==> run_1/metal_density.png <==
17 x 17 tiles, from dark blue (low) to red (high), scaled to the fullest tile. Values are wire area over tile area, all layers added.
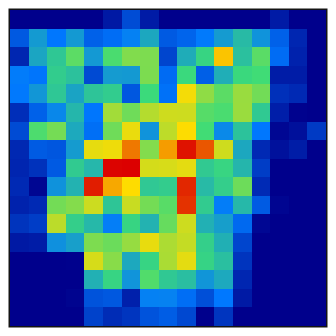
==> run_1/io_fan.png <==
Scale bar: 20 um.
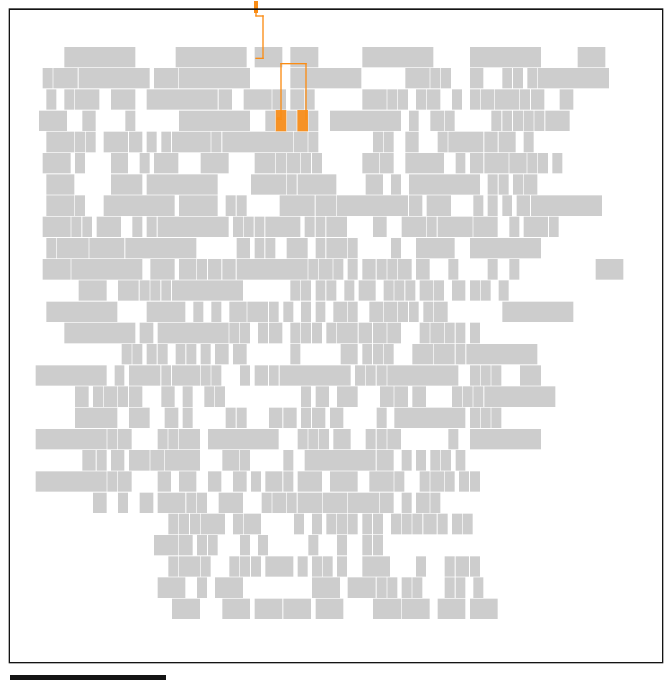
==> run_1/placement_by_type.png <==
Fill, decap, tap and diode cells in gray.
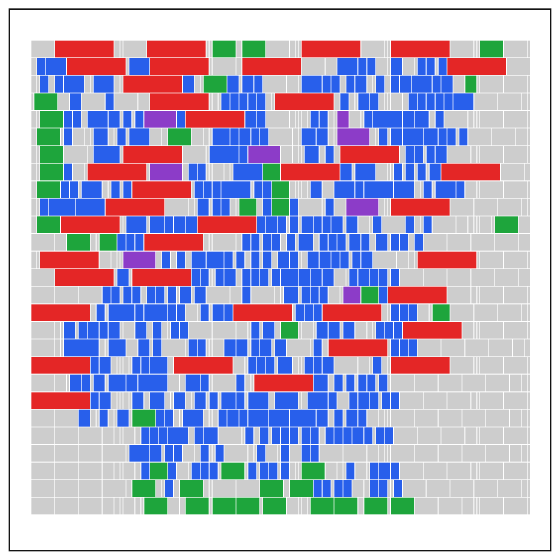
===== config.mk =====
export PLATFORM = sky130hd
export DESIGN_NAME = pulse_stretcher
export DESIGN_NICKNAME = d
export VERILOG_FILES = /design/src/rtl/pulse_pkg.sv /design/src/rtl/pulse_stretcher_sat_counter.sv /design/src/rtl/pulse_stretcher.sv
export SDC_FILE = /design/constraint.sdc
export NUM_CORES = 1
export LEC_CHECK = 0
export ABC_AREA = 1
export CORE_MARGIN = 3
export CORE_UTILIZATION = 46
export DETAILED_ROUTE_END_ITERATION = 12
export PLACE_DENSITY = 0.77
export SYNTH_ARGS = -nofsm -noshare
export SYNTH_HDL_FRONTEND = slang
export SYNTH_SLANG_ARGS = --single-unit

===== constraint.sdc =====
create_clock -name clk -period 2.2 [get_ports clk]
set_clock_uncertainty 0.2 [all_clocks]
set_input_delay 0.33 -clock clk [delete_from_list [all_inputs] [get_ports clk]]
set_output_delay 0.33 -clock clk [all_outputs]
set_load 0.05 [all_outputs]

===== src/rtl/pulse_pkg.sv =====
// Shared types for the pulse stretcher: FSM state encoding and the
// recovery target used when the state register holds an unused code.
package pulse_pkg;

    typedef enum logic [1:0] {
        IDLE = 2'd0,
        HIGH = 2'd1,
        GAP  = 2'd2
    } pulse_state_e;

    // Where an illegal state lands on the next edge.
    localparam pulse_state_e RECOVERY_STATE = IDLE;

    // Width of the gap down-counter; GAP_CYCLES is limited to 1..255.
    localparam int GAP_CNT_W = 8;

endpackage


===== src/rtl/pulse_stretcher_sat_counter.sv =====
// Saturating up-counter: counts enabled cycles and holds at all-ones
// instead of wrapping.
module sat_counter #(
    parameter int WIDTH = 8
) (
    input  logic             clk,
    input  logic             rst,
    input  logic             inc_i,
    output logic [WIDTH-1:0] count_o
);

    logic [WIDTH-1:0] count_q;

    // Stop at the top code so a long burst of events never reads as a small count.
    always_ff @(posedge clk or negedge rst) begin
        if (!rst) begin
            count_q <= '0;
        end else if (inc_i && (count_q != '1)) begin
            count_q <= count_q + WIDTH'(1);
        end
    end

    assign count_o = count_q;

endmodule


===== src/rtl/pulse_stretcher.sv =====
// Stretches a one-cycle trigger into a level of width_cfg cycles followed by a
// forced low gap. Define PULSE_RETRIGGER_EN to let triggers in HIGH extend the pulse.
module pulse_stretcher
    import pulse_pkg::*;
#(
    parameter int CNT_W      = 16,
    parameter int GAP_CYCLES = 2,
    parameter int DROP_W     = 8
) (
    input  logic              clk,
    input  logic              rst,
    input  logic              pulse_in,
    input  logic [CNT_W-1:0]  width_cfg,
    output logic              level_out,
    output logic              busy,
    output logic              done,
    output logic              drop_out,
    output logic [DROP_W-1:0] drop_cnt
);

    localparam logic [GAP_CNT_W-1:0] GAP_LOAD = GAP_CNT_W'(GAP_CYCLES - 1);

    pulse_state_e         state_q;
    logic [CNT_W-1:0]     cnt_q;
    logic [GAP_CNT_W-1:0] gapCnt_q;
    logic                 level_q;
    logic                 busy_q;
    logic                 done_q;
    logic                 drop_q;

    logic [CNT_W-1:0]     widthLoad_d;
    logic                 retrigger_d;
    logic                 dropEvent_d;

    // A zero width behaves as one cycle, so the load value never underflows.
    always_comb begin
        widthLoad_d = '0;
        if (width_cfg != '0) begin
            widthLoad_d = width_cfg - CNT_W'(1);
        end
    end

`ifdef PULSE_RETRIGGER_EN
    assign retrigger_d = pulse_in && (state_q == HIGH);
`else
    assign retrigger_d = 1'b0;
`endif

    // Anything other than IDLE at the sampling edge refuses the trigger,
    // unless it was consumed as a retrigger.
    assign dropEvent_d = pulse_in && (state_q != IDLE) && !retrigger_d;

    always_ff @(posedge clk or negedge rst) begin
        if (!rst) begin
            state_q  <= IDLE;
            cnt_q    <= '0;
            gapCnt_q <= '0;
            level_q  <= 1'b0;
            busy_q   <= 1'b0;
            done_q   <= 1'b0;
            drop_q   <= 1'b0;
        end else begin
            done_q <= 1'b0;
            drop_q <= dropEvent_d;
            case (state_q)
                IDLE: begin
                    if (pulse_in) begin
                        state_q <= HIGH;
                        cnt_q   <= widthLoad_d;
                        level_q <= 1'b1;
                        busy_q  <= 1'b1;
                    end
                end
                HIGH: begin
                    if (retrigger_d) begin
                        cnt_q <= widthLoad_d;
                    end else if (cnt_q == '0) begin
                        state_q  <= GAP;
                        gapCnt_q <= GAP_LOAD;
                        level_q  <= 1'b0;
                        done_q   <= 1'b1;
                    end else begin
                        cnt_q <= cnt_q - CNT_W'(1);
                    end
                end
                GAP: begin
                    if (gapCnt_q == '0) begin
                        state_q <= IDLE;
                        busy_q  <= 1'b0;
                    end else begin
                        gapCnt_q <= gapCnt_q - GAP_CNT_W'(1);
                    end
                end
                default: begin
                    state_q  <= RECOVERY_STATE;
                    cnt_q    <= '0;
                    gapCnt_q <= '0;
                    level_q  <= 1'b0;
                    busy_q   <= 1'b0;
                end
            endcase
        end
    end

    sat_counter #(
        .WIDTH (DROP_W)
    ) u_dropCounter (
        .clk     (clk),
        .rst     (rst),
        .inc_i   (dropEvent_d),
        .count_o (drop_cnt)
    );

    assign level_out = level_q;
    assign busy      = busy_q;
    assign done      = done_q;
    assign drop_out  = drop_q;

endmodule


==> qor.csv, run 1 <==
metric,value,unit
wl_met3,256,um
post-place-ws,-0.0221,ns
synth_cells,415,
synth_cell_types,30,
met1_length,3.08,mm
drc,0,
area_growth,18.7,%
cts_buffers,5,
pwr-share-comb,59.3,%
maxUsedRoutingLayer,met4,
syn_nets,442,
common_cells,"nand2_1 (121), nor2_1 (64), inv_1 (49), dfrtp_1 (38), nand3_1 (36)",
powerComb,0.00250,W
power-top-group,combinational logic,
p_per_area,1280,nW/um2
synth-main-ff-cell,dfrtp_1,
gr-usage-met3,3.46,%
warning_count,29,
synthArstFlopShare,100,%
p_clk_share,12.0,%
dp_hpwl,4.98,mm
post_cts_buffers,0,
yosys.area.top_type,dfrtp_1,
worstReg2RegEnd,gapCnt_q[1]$_DFFE_PN0P_,
nets,482,
die_y,83.6,um
wl_met2,2.93,mm
grt_antenna_before_repair,0,
startpoint,u_dropCounter.count_o[4]$_DFFE_PN0P_,
worst-path-buf-inv,1,
dpl_cell_area,3180,um2
hold_path.class,reg -> reg,
critPathSlowestCell,clkdlybuf4s50_1,
holdPathStages,2,
path_max_fanout,5,
top_cells_by_area,"dfrtp_1 (34%), nand2_1 (16%), nor2_1 (8.7%), inv_1 (6.6%), nand3_1 (6.5%)",
crit_end,drop_cnt[4],
drt-vias-per-instance,5.13,
synth_seq_share,34.4,%
clock-sinks,38,
slew_headroom,61.4,%
dr.pass1.iters,4,
edf_count,0,
die-area,6980,um2
slew_violations,0,
synth_warnings,0,
grt_max_degree,27,
p_int,0.00207,W
grt_first_pass_wirelength,11.3,mm
cts.path.max_buffers,2,
status,completed,
gr-usage-met1,26.2,%
vdd_drop_max,0.000873,V
root_buffer,clkbuf_8,
ys_seq_elements,38,
setup_viol_count_final,0,
rsz0062_at_grt,false,
layout_top_cell,nand2_1,
r2r_start,cnt_q[0]$_DFFE_PN0P_,
largest_reg_flops,16,
fin_crit,2.10,ns
fin_cells,528,
ys_cells,415,
final_cell_mix,"nand2_1 (121), nor2_1 (64), inv_1 (49)",
syn-mean-instance-area,6.67,um2
holdWs,0.301,ns
clock_latency,0.29,ns
finalHoldViolCount,0,
cp_num_cells,1,
finalWorstSetupSlack,0.101,ns
timing.final.crit_share,95.4,%
cts_tree,built,
top_usage_layer,met2,
worstMarginPinSlew,0.579,ns
p_sw_share,50.8,%
top_cell,nand2_1,
switchingPower,0.00214,W
routabilityCongestion,0.939,
critPathKind,reg -> out,
required,1.67,ns
total_power,0.00421,W
top_area_share,34.4,%
crit_arrival,1.57,ns
cpPeakStageDelay,0.84,ns
drv_cap,0,
ant_nets,0,
first_global_vias,2548,
largest-register,cnt_q,
pg_seq,0.00121,W
die_width,83.6,um
final_layout_size_suffix_gt1_share,8.77,%
cts_resized,0,
syn_area,2770,um2
cellLeakagePower,1.65,nW
clkTransAtPathRegs,0.08,ns
timing.critical_path.max_delay_family,buffers and inverters,
rr_worst_depth,10,
diodes,0,
crit_chain,clkdlybuf4s50_1,
r2r_slack,0.25,ns
cp-start-kind,flip-flop,
synth_chip_area,2770,um2
use_met2,29.7,%
hold_end,level_out$_DFFE_PN0P_,
drt_iter0_drc,223,
min_from,level_out$_DFFE_PN0P_,
clock.fmax,476,MHz
dpl.cell_count,519,
htreeDepth,2,
cp-end-kind,output pin,
p_clk,0.000508,W
tns,0,ns
hold_buffers,1,
seqPwrFrac,28.6,%
overflow,0,
fp_util,48.7,%
About metal_density.png:
- emptiest ninth of the die: lower right
- densest ninth of the die: center
- mean over tiles: 0.14
- fullest tile: 0.49
Post-Route WL: 6.35 mm
gr usage total: 18.8%
drt wl/cell: 12.0 um
routed vias: 2708

About io_fan.png:
- pulse_in: orange (bits 1; direction input; end cells 2; wire 26.0 um)
IO buf count: 30
I/O Pins: 31

About placement_by_type.png:
- sequential cells: red (cells 38; share of their area 30%)
- combinational and other logic: blue (cells 370; share of their area 56%)
- remaining buffers and delay cells: green (cells 40; share of their area 12%)
- clock drivers and dummy loads: purple (cells 8; share of their area 3.0%)
Core Region: 5680 um2
Final Cell Area: 3280 um2
flop share of the area: 29.0%
Core Util, Final: 57.8%
Placement Rows: 27

==> run 1: final cells by class <==
cell class | count | area (um2)
clock inverters | 2 | 12.5
well taps | 72 | 90.1
clock buffers | 6 | 82.6
repair buffers | 40 | 373
flip-flops and latches | 38 | 951
inverters | 54 | 203
multi-input cells | 316 | 1570
fillers | 540 | 2390
==> run 1: logic make-up (layout without fill, tap and decap cells) <==
group | Yosys count | count (layout) | synth area share [%]
AND-OR/OR-AND | 40 | 40 | 8.37
XOR/XNOR | 19 | 19 | 6.02
adder cells (fa/ha/maj) | 8 | 8 | 3.62
buffers and inverters | 61 | 102 | 8.91
flip-flops | 38 | 38 | 34.4
multiplexers | 2 | 2 | 0.814
AND/OR/NAND/NOR | 247 | 247 | 37.9
==> run 2: changes to the inputs <==
Settings changed: SETUP_SLACK_MARGIN from default to 0.05.
Clock period 2.2 ns to 2 ns, I/O delays scaled along.
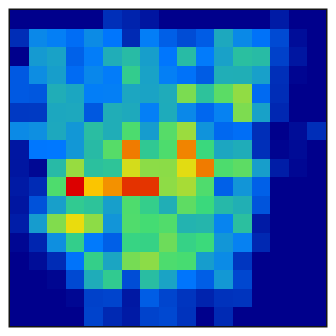
(run_2/metal_density.png)
17 x 17 tiles, from dark blue (low) to red (high), scaled to the fullest tile. Values are wire area over tile area, all layers added.
- tiles over half the peak: 14%
- nearly empty tiles: 25%
- densest ninth of the die: center
- emptiest ninth of the die: lower right
- mean over tiles: 0.15
Post-Route WL: 6.68 mm
drt wl/cell: 12.3 um
gr usage total: 20.4%

==> run 2 against run 1 <==
Effect of this change: cell count is 2.5% higher; first-iteration DRC count did not move; sequential share of layout area shrank 1.0 points; area after synthesis unchanged; register-to-register slack worse by 0.08 ns; worst hold slack worse by 0.064 ns; power rose by 14%; global-route usage grew 1.6 points; setup slack got worse by 0.0088 ns; clock-buffer cell count unchanged.
==> qor.csv, run 2 <==
metric,value,unit
syn-mean-instance-area,6.67,um2
synth_cells,415,
clock_cell_area_share,2.80,%
p_int,0.00235,W
top_cell,nand2_1,
largest_cell_class,logic gates,
nClkBuffers,6,
cts_resized,1,
holdWs,0.236,ns
comb_area,1600,um2
r2r_slack,0.17,ns
core,5680,um2
r2r_start,cnt_q[0]$_DFFE_PN0P_,
status,completed,
ys_cells,415,
post-place-ws,-0.136,ns
largest_reg_flops,16,
routabilityCongestion,0.926,
ff_count,38,
dpl_cell_area,3250,um2
largest-register,cnt_q,
clock.fmax,524,MHz
post-route-util,59.9,%
crit_end,done,
crit_chain,clkdlybuf4s50_1,
p_per_area,1410,nW/um2
grt_max_degree,17,
gr-usage-met1,28.0,%
die-area,6980,um2
fin_crit,1.91,ns
met1_length,3.15,mm
post_cts_buffers,0,
cp-end-kind,output pin,
layout_top_cell,nand2_1,
p_clk_share,11.7,%
hold_path.class,in -> async,
cpPeakStageDelay,0.79,ns
synthArstFlopShare,100,%
rows,27,
taps,72,
htreeDepth,2,
clkTransAtPathRegs,0.08,ns
yosys.area.top_type,dfrtp_1,
path_max_fanout,1,
vdd_drop_max,0.00108,V
rr_worst_depth,10,
rsz0062_at_grt,true,
ant_nets,0,
die_y,83.6,um
inv_count,54,
finalWorstSetupSlack,0.0925,ns
drv_cap,0,
cts_buffers,5,
clock-sinks,38,
grt_antenna_before_repair,0,
common_cells,"nand2_1 (121), nor2_1 (64), inv_1 (49), dfrtp_1 (38), nand3_1 (36)",
nets,495,
dr.pass1.iters,4,
cts_tree,built,
fp_util,48.7,%
wl_met2,3.06,mm
final_cell_mix,"nand2_1 (120), nor2_1 (62), inv_1 (46)",
ios,31,
worstReg2RegEnd,cnt_q[6]$_DFFE_PN0P_,
root_buffer,clkbuf_8,
dpl.cell_count,531,
final_layout_size_suffix_gt1_share,15.1,%
nonClkBufAreaFrac,13.5,%
logic_gates,316,
n_all_buffers,53,
synth_cell_types,30,
synth-main-ff-cell,dfrtp_1,
vias,2796,
pwr-share-comb,60.4,%
maxUsedRoutingLayer,met4,
use_met2,32.5,%
fin_cells,541,
dp_hpwl,5.11,mm
hold_buffers,1,
slew_violations,0,
drt-vias-per-instance,5.17,
warning_count,30,
cellLeakagePower,1.75,nW
finalHoldViolCount,0,
critPathKind,reg -> out,
nFillCells,546,
syn_area,2770,um2
slew_headroom,66.6,%
[run 2: cell counts after synthesis]
Identical to the previous run, type by type.
[run 2: power groups by stage]
stage	logic, W	clock network [W]	registers (W)
after floorplan	0.00179	0	0.00155
after global placement	0.00270	0	0.00132
after detailed placement	0.00276	0	0.00133
after CTS	0.00278	0.000576	0.00133
after global routing	0.00325	0.000612	0.00138
final	0.00289	0.000558	0.00134
[run 2: cells by family after synthesis]
logic type | Yosys count | synth area share, %
AND/OR/NAND/NOR | 247 | 37.9
buffers and inverters | 61 | 8.91
AND-OR/OR-AND | 40 | 8.37
flip-flops | 38 | 34.4
XOR/XNOR | 19 | 6.02
adder cells (fa/ha/maj) | 8 | 3.62
multiplexers | 2 | 0.814
==> run_2/placement.png <==
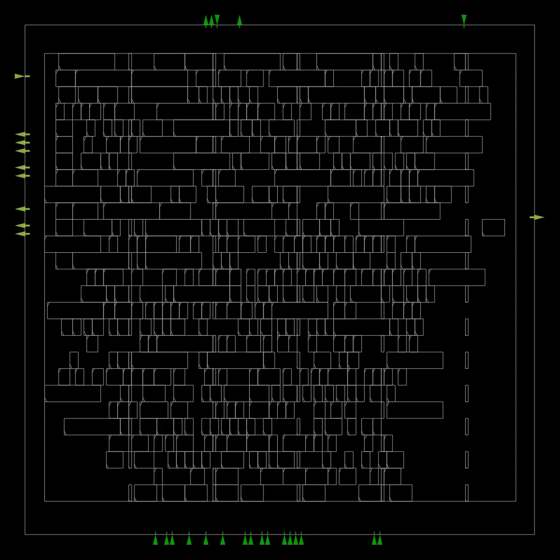

==> run 3: changes to the inputs <==
Settings changed: GPL_TIMING_DRIVEN from default to 0.
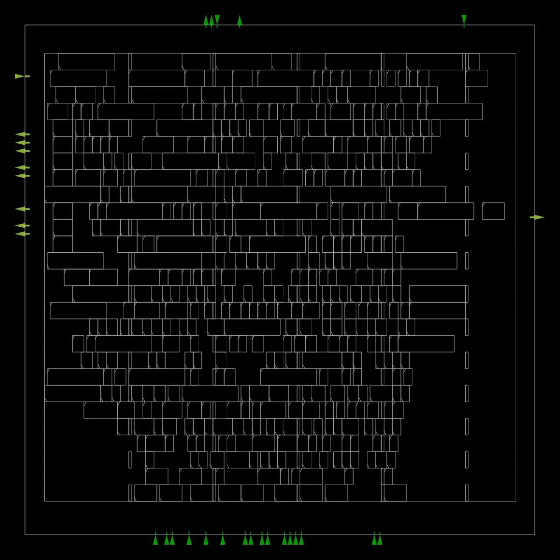
(run_3/placement.png)
flip-flops: 38
flop share of the area: 28.7%

==> run 3 against run 2 <==
Effect of this change: non-clock buffer count down 13; critical path depth unchanged; largest power group unchanged; highest routed layer unchanged; wire length down 4.6%; sequential share of layout area up 0.72 points; global-route usage down 1.2 points; first-iteration DRC count down 18%; sequential power about the same; clock power up about 20%; setup slack better by 0.0042 ns; clock-buffer cell count down 1; register-to-register slack about the same.
==> qor.csv, run 3 <==
metric,value,unit
finalWorstSetupSlack,0.0967,ns
cts_buffers,5,
muxShareOfSynthArea,0.814,%
die-area,6980,um2
startpoint,done$_DFF_PN0_,
clock_cell_area_share,3.43,%
vdd_drop_max,0.00102,V
grt_use_total,19.2,%
final-seq-area,951,um2
core,5680,um2
final_cell_mix,"nand2_1 (119), nor2_1 (63), inv_1 (47)",
syn_area,2770,um2
crit_arrival,1.40,ns
first_global_vias,2555,
p_sw_share,50.7,%
rows,27,
htreeDepth,2,
path_max_fanout,1,
p_per_area,1430,nW/um2
drc,0,
routabilityCongestion,0.910,
use_met2,32.0,%
timing.final.crit_share,95.2,%
post-place-ws,-0.289,ns
layout_top_cell,nand2_1,
dpl.cell_count,517,
diodes,0,
taps,72,
nClkBuffers,5,
ant_nets,0,
area_growth,19.9,%
fp_util,48.7,%
synth-main-ff-cell,dfrtp_1,
seqPwrFrac,27.7,%
clock.fmax,525,MHz
gr-usage-met1,25.7,%
gr-usage-met3,3.26,%
ys_seq_elements,38,
synth_seq_share,34.4,%
synth_cell_types,30,
synth_warnings,0,
worstMarginPinSlew,0.830,ns
wl_met3,172,um
cellLeakagePower,1.70,nW
clock-sinks,38,
critPathKind,reg -> out,
top_area_share,34.4,%
top_cell,nand2_1,
post-route-util,58.4,%
synthTopLogicFamily,simple AND/OR/NAND/NOR gates,
holdWs,0.293,ns
status,completed,
comb_area,1600,um2
adder_share,3.62,%
cts.path.max_buffers,2,
cp-start-kind,flip-flop,
setup_viol_count_final,0,
largest-register,cnt_q,
slew_violations,0,
maxUsedRoutingLayer,met4,
root_buffer,clkbuf_8,
cts_tree,built,
total_power,0.00476,W
pg_seq,0.00132,W
fin_crit,1.90,ns
n_all_buffers,40,
r2r_start,state_q[0]$_DFFE_PN0P_,
largest_cell_class,logic gates,
vias,2687,
syn-mean-instance-area,6.67,um2
min_from,busy$_DFFE_PN0P_,
final_layout_size_suffix_gt1_share,10.1,%
routedWlPerCell,12.1,um
ys_cells,415,
timing.critical_path.max_delay_family,buffers and inverters,
hold_path.class,reg -> reg,
dr.pass1.iters,4,
overflow,0,
switchingPower,0.00241,W
nFillCells,544,
cp_num_cells,1,
finalHoldViolCount,0,
power-top-group,combinational logic,
powerComb,0.00277,W
synth_cells,415,
comb_share,48.2,%
synthArstFlopShare,100,%
routed_wl,6.37,mm
die_y,83.6,um
nonClkBufAreaFrac,10.9,%
synthAoiAreaFrac,8.37,%
run 3: cell count changes in the layout (fill, tap and decap cells not counted), sizes merged:
| cell | change |
|---|---|
| buf | -26 |
| clkinv | -1 |
| bufinv | +1 |
| clkbuf | +2 |
| clkinvlp | +1 |
| dlygate4sd2 | +10 |
run 3: timing repair:
| action | in CTS | in global routing |
|---|---|---|
| gates resized | 12 | 17 |
| hold endpoints to repair | 38 | 0 |
| hold buffers | 1 | 0 |
| setup buffers | 0 | 2 |
| pin swaps | 0 | 2 |
| setup endpoints to repair | 14 | 29 |
run 3: metrics by stage:
| step | setup TNS [ns] | cell area (um2) |
|---|---|---|
| finish | 0 | 3320 |
| global placement | -21.30 | 3160 |
| CTS | 0 | 3270 |
| global route | 0 | 3320 |
| floorplan | 0 | 2770 |
| detailed placement | -3.70 | 3150 |
Power and IR drop assume default switching activity.
